$ cat src/rtl/univ_shift_reg.sv
// Universal shift register: hold/load/shift/rotate (+ASR under UNIV_SHIFT_REG_ASR_EN), saturating shift count, word-done pulse.
// Latency: one clock from mode/pi/sin_* to po; no backpressure (accepts an operation every cycle).
module univ_shift_reg #(
  parameter int WIDTH = 4,
  parameter int CNTW  = $clog2(WIDTH + 1)
) (
  input  logic             clk,
  input  logic             rst,
  input  logic             clr,
  input  logic [2:0]       mode,
  input  logic [WIDTH-1:0] pi,
  input  logic             sin_lsb,
  input  logic             sin_msb,
  output logic [WIDTH-1:0] po,
  output logic             sout_msb,
  output logic             sout_lsb,
  output logic [CNTW-1:0]  cnt,
  output logic             done
);

  localparam logic [2:0] MODE_HOLD = 3'b000;
  localparam logic [2:0] MODE_LOAD = 3'b001;
  localparam logic [2:0] MODE_SHL  = 3'b010;
  localparam logic [2:0] MODE_SHR  = 3'b011;
  localparam logic [2:0] MODE_ROTL = 3'b100;
  localparam logic [2:0] MODE_ROTR = 3'b101;
`ifdef UNIV_SHIFT_REG_ASR_EN
  localparam logic [2:0] MODE_ASR  = 3'b110;
`endif

  localparam logic [CNTW-1:0] CNT_MAX  = CNTW'(WIDTH);
  localparam logic [CNTW-1:0] CNT_LAST = CNTW'(WIDTH - 1);

  logic [WIDTH-1:0] po_nxt;
  logic             is_shift;

  always_comb begin
    po_nxt   = po;
    is_shift = 1'b0;
    case (mode)
      MODE_HOLD: po_nxt = po;
      MODE_LOAD: po_nxt = pi;
      MODE_SHL: begin
        po_nxt   = {po[WIDTH-2:0], sin_lsb};
        is_shift = 1'b1;
      end
      MODE_SHR: begin
        po_nxt   = {sin_msb, po[WIDTH-1:1]};
        is_shift = 1'b1;
      end
      MODE_ROTL: begin
        po_nxt   = {po[WIDTH-2:0], po[WIDTH-1]};
        is_shift = 1'b1;
      end
      MODE_ROTR: begin
        po_nxt   = {po[0], po[WIDTH-1:1]};
        is_shift = 1'b1;
      end
`ifdef UNIV_SHIFT_REG_ASR_EN
      MODE_ASR: begin
        po_nxt   = {po[WIDTH-1], po[WIDTH-1:1]};
        is_shift = 1'b1;
      end
`endif
      default: po_nxt = po;
    endcase
  end

  always_ff @(posedge clk) begin
    if (rst || clr) begin
      po   <= '0;
      cnt  <= '0;
      done <= 1'b0;
    end else begin
      po <= po_nxt;
      if (mode == MODE_LOAD) begin
        cnt <= '0;
      end else if (is_shift && (cnt < CNT_MAX)) begin
        cnt <= cnt + 1'b1;
      end
      // Pulses only on the WIDTH-1 -> WIDTH transition, so saturated shifts stay quiet.
      done <= is_shift && (cnt == CNT_LAST);
    end
  end

  assign sout_msb = po[WIDTH-1];
  assign sout_lsb = po[0];

endmodule

$ cat config.mk
export PLATFORM = sky130hd
export DESIGN_NAME = univ_shift_reg
export DESIGN_NICKNAME = d
export VERILOG_FILES = /design/src/rtl/univ_shift_reg.sv
export SDC_FILE = /design/constraint.sdc
export NUM_CORES = 1
export LEC_CHECK = 0
export CAP_MARGIN = 10
export CORE_UTILIZATION = 38
export CTS_BUF_LIST = sky130_fd_sc_hd__clkbuf_4
export DETAILED_ROUTE_END_ITERATION = 6
export PLACE_DENSITY = 0.74
export SETUP_SLACK_MARGIN = 0.5
export SLEW_MARGIN = 20
export SYNTH_ARGS = -nofsm -noshare
export SYNTH_HDL_FRONTEND = slang
export SYNTH_SLANG_ARGS = --single-unit
export TNS_END_PERCENT = 50
$ cat constraint.sdc
create_clock -name clk -period 1.48 [get_ports clk]
set_clock_uncertainty 0.2 [all_clocks]
set_input_delay 0.37 -clock clk [delete_from_list [all_inputs] [get_ports clk]]
set_output_delay 0.37 -clock clk [all_outputs]
set_load 0.02 [all_outputs]
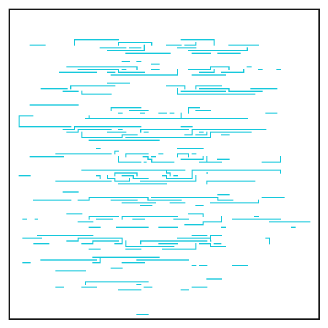
Run 1: M1 wires
Drawn at 8 px/um.
89 nets have wire on it. The layer holds 41% of the routed length.

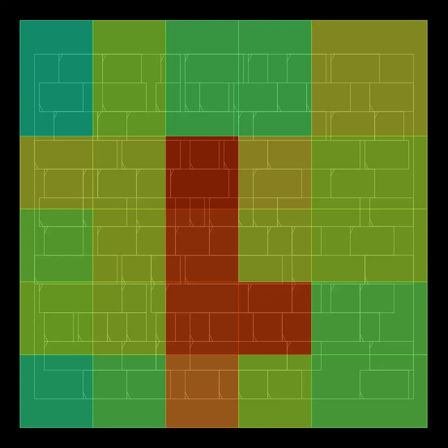
Run 1: congestion heat map
gr busiest metal: met2
final core utilization: 84.4%
met1 Use GR: 24.4%
All-Layer GR Usage: 22.5%

==> flow_summary.json, run 1 <==
{
  "outcome": "finished clean",
  "tool_warnings": 29,
  "die_width_um": 38.6,
  "globalplace.congestion": 0.859,
  "clk_path_buf_depth": 2,
  "grt_start_max_net_pins": 7,
  "crit_fanout": 3,
  "coreArea_um2": 1170,
  "final_antenna_net_count": 0,
  "ys.flops": 8,
  "synthFlopType": "dfxtp_1",
  "synth-edff-count": 0,
  "area_delta_synth_final_pct": 94.6,
  "end_kind": "primary output",
  "cellPowerDensity_nw_per_um2": 651,
  "cts_buffers": 3,
  "clk_pin_slew_worst_paths_ns": 0.06,
  "worstMarginPinSlew_ns": 0.260,
  "nets": 105,
  "drt-total-wl_um": 1500,
  "place_area_um2": 801,
  "cts_tree": "yes",
  "fp_util_pct": 43.4,
  "min_period_over_period_pct": 90.5,
  "grt-ovfl-total": 0,
  "yosysChipArea_um2": 508,
  "num_rows": 12,
  "crit_type": "flop to primary output",
  "ys_top_cells_by_count": "dfxtp_1, o21ai_0, buf_4, inv_1",
  "arrival_ns": 0.77,
  "ff2ff_setup_slack_ns": 0.14,
  "path_delay_family": "flip-flops",
  "wl_per_cell_um": 14.4,
  "slew_viol_final": 0,
  "drc": 0,
  "setup_violations": 0,
  "top_area_share_pct": 31.5,
  "hold_slack_ns": 0.323,
  "antenna_found_initial": 0,
  "critPathRequiredTime_ns": 0.91,
  "fin_ws_ns": 0.141,
  "power.total_uw": 643,
  "yosys_cells": 55,
  "maxSlewHeadroom_pct": 82.7,
  "worst_path_largest_cell_delay_ns": 0.35,
  "rsz0062_at_grt": "yes",
  "async_reset_ff_share_pct": 0,
  "syn_avg_cell_area_um2": 9.24,
  "irDropWorstVdd_mv": 0.651,
  "yosysUniqueCellTypes": 30,
  "top_cell": "dfxtp_1",
  "crit_buf_inv": 1,
  "drt_iter0_drc": 7,
  "chipArea_um2": 1490,
  "drtPass1Iterations": 2,
  "synthesis.nets": 69,
  "routed_via_density": 5.34,
  "post-synth-top-area-cell": "dfxtp_1",
  "syn_area_um2": 508,
  "p_leak_uw": 0.000455,
  "fin_area_um2": 988,
  "yosysSeqAreaShare_pct": 31.5,
  "vias": 555,
  "grt_pass1_wl_um": 2170,
  "synth-warning-count": 0,
  "top_cells_by_area": "dfxtp_1, ha_1, o21ai_0, buf_4, buf_6",
  "dp_worst_setup_slack_ns": -0.467,
  "diodes": 0,
  "holdCritPathClass": "input pin to flop",
  "syn_inst": 55,
  "numPortBuffers": 21,
  "clock_latency_ns": 0.27,
  "crit_path_start_kind": "flop",
  "dp_hpwl_um": 913,
  "min_period_ns": 1.34,
  "layout-drive-gt1-share_pct": 63.3,
  "h-tree-depth": 1,
  "cap_violations": 0,
  "ios": 22,
  "clock-root-buffer": "clkbuf_4",
  "grt_pass1_vias": 517,
  "fp.dieH_um": 38.6,
  "path_cells": "buf_4",
  "hold_viol_final": 0,
  "cts.sinks": 8,
  "fmax_mhz": 747,
  "crit_slowest_cell": "dfxtp_2"
}
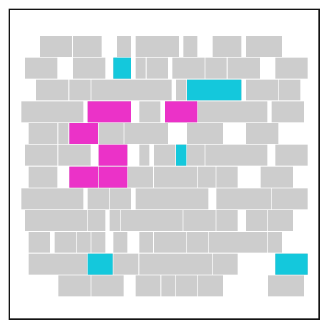
Run 1: selected gate families
Drawn at 8 px/um.
Key: cyan = nor cells [cells 5]; magenta = non-inverting ao/oa cells [cells 6]

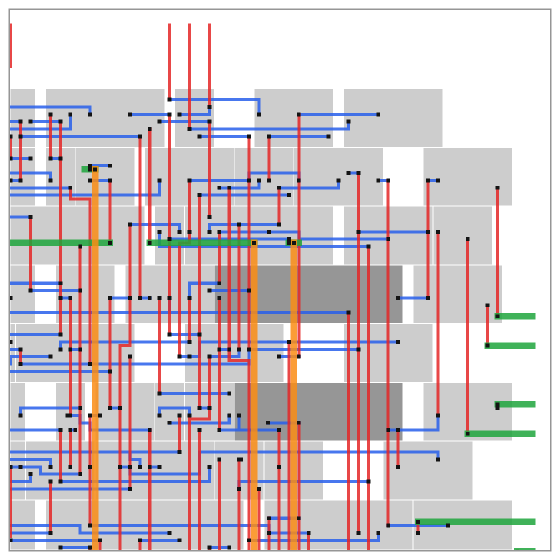
Run 1: a small window of the routed layout
Region (14, 14) to (39, 39) um. Cells in gray, sequential cells in the stronger gray; small squares are vias.
Key: red = M2; orange = M4; green = M3; blue = M1
Most frequent: buf_6 (7), buf_4 (3). 38 logic cells have their middle in the window. Sequential cells in the window: 2. Netlist names of flops here include po (2).

[run 1: kinds of logic after synthesis]
logic type,count (synthesis),synth area share (%)
compound gates,19,29.1
mux,2,4.43
buf+inv,9,12.1
xor+xnor,2,3.45
simple gates,13,14.5
fa+ha+maj,2,4.93
flops,8,31.5
[run 1: worst paths after layout]
path	start	to	depth (start not counted)
setup / recovery	po[0]	po[0]	1
setup reg to reg	cnt[1]	cnt[2]	5
hold / removal	clr	cnt[1]	5
hold reg to reg	po[2]	po[2]	2
[run 1: state kept, by name, indices dropped and copies added, names as in the netlist]
register  flops
cnt           3
done          1
po            4
[run 1: where the power goes]
| group | switching [uW] | leakage (uW) | internal, uW |
|---|---|---|---|
| Clock | 84.0 | 0.0000184 | 122 |
| Sequential | 7.56 | 0.0000680 | 224 |
| Combinational | 88.1 | 0.000369 | 118 |
[run 1: layout by cell type, fill, tap and decap left out, types with 2 or more instances in the layout]
cell             Yosys  final
buf_2                1      2
nand3b_1             2      2
buf_6                2     17
o21ai_2              0      2
mux2_4               0      2
dfxtp_1              8      2
clkbuf_4             0      4
ha_4                 0      2
o211a_1              2      2
o32a_1               2      2
o21ai_0              5      2
dlymetal6s2s_1       0      3
buf_4                3      9
nand2_1              2      2
clkdlybuf4s50_1      0      4
dfxtp_2              0      5
inv_1                3      2
[run 1: layout make-up]
class | instances | area (um2)
clock buffer | 4 | 30.0
fill | 64 | 183
inverter | 3 | 11.3
multi-input combinational | 38 | 399
sequential | 8 | 170
tap | 14 | 17.5
timing repair buffer | 37 | 360
[run 1: what timing repair did]
action	CTS	global route
pin swaps	7	13
hold buffers	0	0
setup buffers	0	2
cloned	0	0
setup endpoints to repair	18	18
resized	85	29
[run 1: stage by stage]
stage / TNS [ns] / std cells
2_1_floorplan: -0.181 / 55
3_3_place_gp: -3.09 / 98
3_5_place_dp: -3.28 / 98
4_1_cts: 0 / 102
5_1_grt: 0 / 104
6_report: 0 / 104
[run 1: metal layers]
| layer | vias to the layer above | share of wire (%) | track usage [%] | routed length (um) |
|---|---|---|---|---|
| met5 | - | 0 | 0 | 0 |
| met4 | 0 | 4.4 | 15.5 | 66 |
| met3 | 8 | 5.4 | 9.30 | 81 |
| met2 | 22 | 49 | 35.0 | 737 |
| met1 | 255 | 41 | 24.4 | 616 |
| li1 | 270 | - | - | - |
==> run 2, diff against run 1 <==
SETUP_SLACK_MARGIN = unset   (was 0.5)
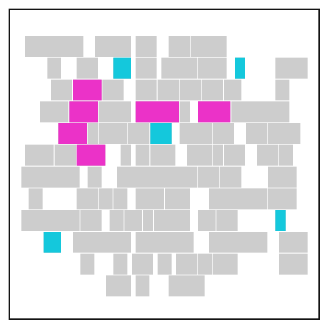
Run 2: selected gate families
Drawn at 8 px/um.
Key: cyan = nor cells [cells 5]; magenta = non-inverting ao/oa cells [cells 6]
Comb area share: 38.0%
Top cell excl fill/tap: buf_4

==> run 2 against run 1 <==
Combinational power down 18%. Routed wire length down 5.0%. Total power fell by 13%. Clock power fell by 19%. Sequential share of layout area rose by 2.3 points. Setup slack worse by 0.12 ns. Clock-buffer cell count decreased by 1. Flip-flop count is the same. Cell count down 1.9%.
==> flow_summary.json, run 2 <==
{
  "outcome": "finished clean",
  "hold_viol_final": 0,
  "synth-edff-count": 0,
  "holdCritPathClass": "flop to flop",
  "fin_ws_ns": 0.0232,
  "syn_inst": 55,
  "clock-root-buffer": "clkbuf_4",
  "grt-ovfl-total": 0,
  "diodes": 0,
  "clk_pin_slew_worst_paths_ns": 0.05,
  "fmax_mhz": 686,
  "final_antenna_net_count": 0,
  "clock_latency_ns": 0.25,
  "arrival_ns": 1.44,
  "fp_util_pct": 43.4,
  "ios": 22,
  "min_period_over_period_pct": 98.4,
  "lay_top_cells": "buf_4, dfxtp_1, clkdlybuf4s50_1",
  "hold_slack_ns": 0.409,
  "routed_via_density": 5.41,
  "coreArea_um2": 1170,
  "crit_type": "input pin to flop",
  "worstMarginPinSlew_ns": 0.320,
  "top_area_share_pct": 31.5,
  "syn_area_um2": 508,
  "end_kind": "flop",
  "ctsHoldBuffers": 0,
  "p_leak_uw": 0.000401,
  "critPathRequiredTime_ns": 1.46,
  "logic_family": "AND-OR/OR-AND gates",
  "synthesis.nets": 69,
  "yosys_cells": 55,
  "vias": 552,
  "antenna_found_initial": 0,
  "power.total_uw": 561,
  "drc": 0,
  "syn_avg_cell_area_um2": 9.24,
  "ys.flops": 8,
  "yosysChipArea_um2": 508,
  "synthFlopType": "dfxtp_1",
  "ys_top_cells_by_count": "dfxtp_1, o21ai_0, buf_4, inv_1",
  "cts_buffers": 3,
  "fp.dieH_um": 38.6,
  "crit_path_start_kind": "input pin",
  "grt_start_max_net_pins": 7,
  "top_regs": "po: 4 flops, cnt: 3 flops, done: 1 flops",
  "chipArea_um2": 1490,
  "nets": 104,
  "irDropWorstVdd_mv": 0.391,
  "top_cell": "dfxtp_1",
  "yosysSeqAreaShare_pct": 31.5,
  "grt_pass1_wl_um": 1980,
  "wl_per_cell_um": 14.0,
  "post-synth-top-area-cell": "dfxtp_1",
  "dp_hpwl_um": 975,
  "h-tree-depth": 1,
  "xor_share_pct": 3.45,
  "layout-drive-gt1-share_pct": 37.5,
  "crit_fanout": 4,
  "cellPowerDensity_nw_per_um2": 683,
  "top_cells_by_area": "dfxtp_1, ha_1, o21ai_0, buf_4, buf_6",
  "async_reset_ff_share_pct": 0,
  "area_delta_synth_final_pct": 61.6,
  "finalCoreUtilization_pct": 70.1,
  "grt_pass1_vias": 483,
  "cts_tree": "yes",
  "top_register": "po",
  "yosysUniqueCellTypes": 30,
  "largest_reg_flops": 4,
  "setup_violations": 0,
  "drt_iter0_drc": 17,
  "synthAdderAreaFrac_pct": 4.93,
  "simple_gate_area_share_pct": 14.5,
  "cts.sinks": 8,
  "maxSlewHeadroom_pct": 78.6,
  "slew_viol_final": 0,
  "synth-warning-count": 0,
  "die_width_um": 38.6,
  "tool_warnings": 28,
  "drtPass1Iterations": 4,
  "clk_path_buf_depth": 2,
  "globalplace.congestion": 0.871,
  "drt-total-wl_um": 1430,
  "num_rows": 12,
  "ff2ff_setup_slack_ns": 0.06,
  "min_period_ns": 1.46,
  "ys_sh_mux_pct": 4.43,
  "synth-compound-area-share_pct": 29.1,
  "grt_util_all_layers_pct": 19.6,
  "numPortBuffers": 21,
  "dp_worst_setup_slack_ns": -0.449,
  "cap_violations": 0
}
==> run 2: cell count changes in the layout (fill, tap and decap cells not counted), sizes merged <==
cell and delta:
dlygate4sd2 -1, clkdlybuf4s50 +4, clkbuf +4, clkdlybuf4s15 +3
buf -12
==> run 2: worst paths after layout <==
path	start	cells past startpoint	to
worst max-delay path	clr	5	cnt[1]
worst min-delay path	po[0]	3	po[0]
worst max register to register	cnt[0]	5	cnt[2]
worst min register to register	po[0]	3	po[0]
==> run 2: kinds of logic after synthesis <==
kind of cell	Yosys count
simple gates	13
flops	8
compound gates	19
buf+inv	9
fa+ha+maj	2
xor+xnor	2
mux	2
==> run 2: cell type report <==
class / instances / area, um2
clock buffers: 3 / 22.5
fillers: 89 / 350
inverters: 3 / 11.3
multi-input cells: 38 / 312
flip-flops and latches: 8 / 160
well taps: 14 / 17.5
repair buffers: 36 / 298
==> run 2: stage by stage <==
stage                     setup TNS, ns  instances  cell area [um2]
after floorplan                  -0.182         55              512
after global placement            -3.04         99              798
after detailed placement          -3.32         99              798
after CTS                         -1.14        102              823
after global routing             -0.127        102              821
final                                 0        102              821
==> run 2: critical path: stages <==
cell and delay [ns]:
clkdlybuf4s50_1 0.40, nor2_1 0.24, o21ai_0 0.15, buf_4 0.17, a21oi_1 0.11
==> run 2: power by group <==
group | total, uW | internal [uW] | switching, uW
sequential | 228 | 223 | 4.16
clock | 166 | 92.7 | 72.9
combinational | 168 | 92.2 | 75.6
total | 561 | 408 | 153
==> run 2: per-layer routing <==
layer / vias up / routed length (um) / track usage (%)
li1: 267 / - / -
met1: 256 / 624 / 22.9
met2: 25 / 694 / 30.8
met3: 4 / 99 / 9.30
met4: 0 / 9 / 6.90
met5: - / 0 / 0
==> run 2: what timing repair did <==
item,in CTS,in global routing
gates resized,22,16
pin swaps,0,3
setup buffers,0,0
setup endpoints to repair,17,16
endpoints found under the hold margin,0,0
Power figures rest on the tool's default switching activity, not on a simulated workload.
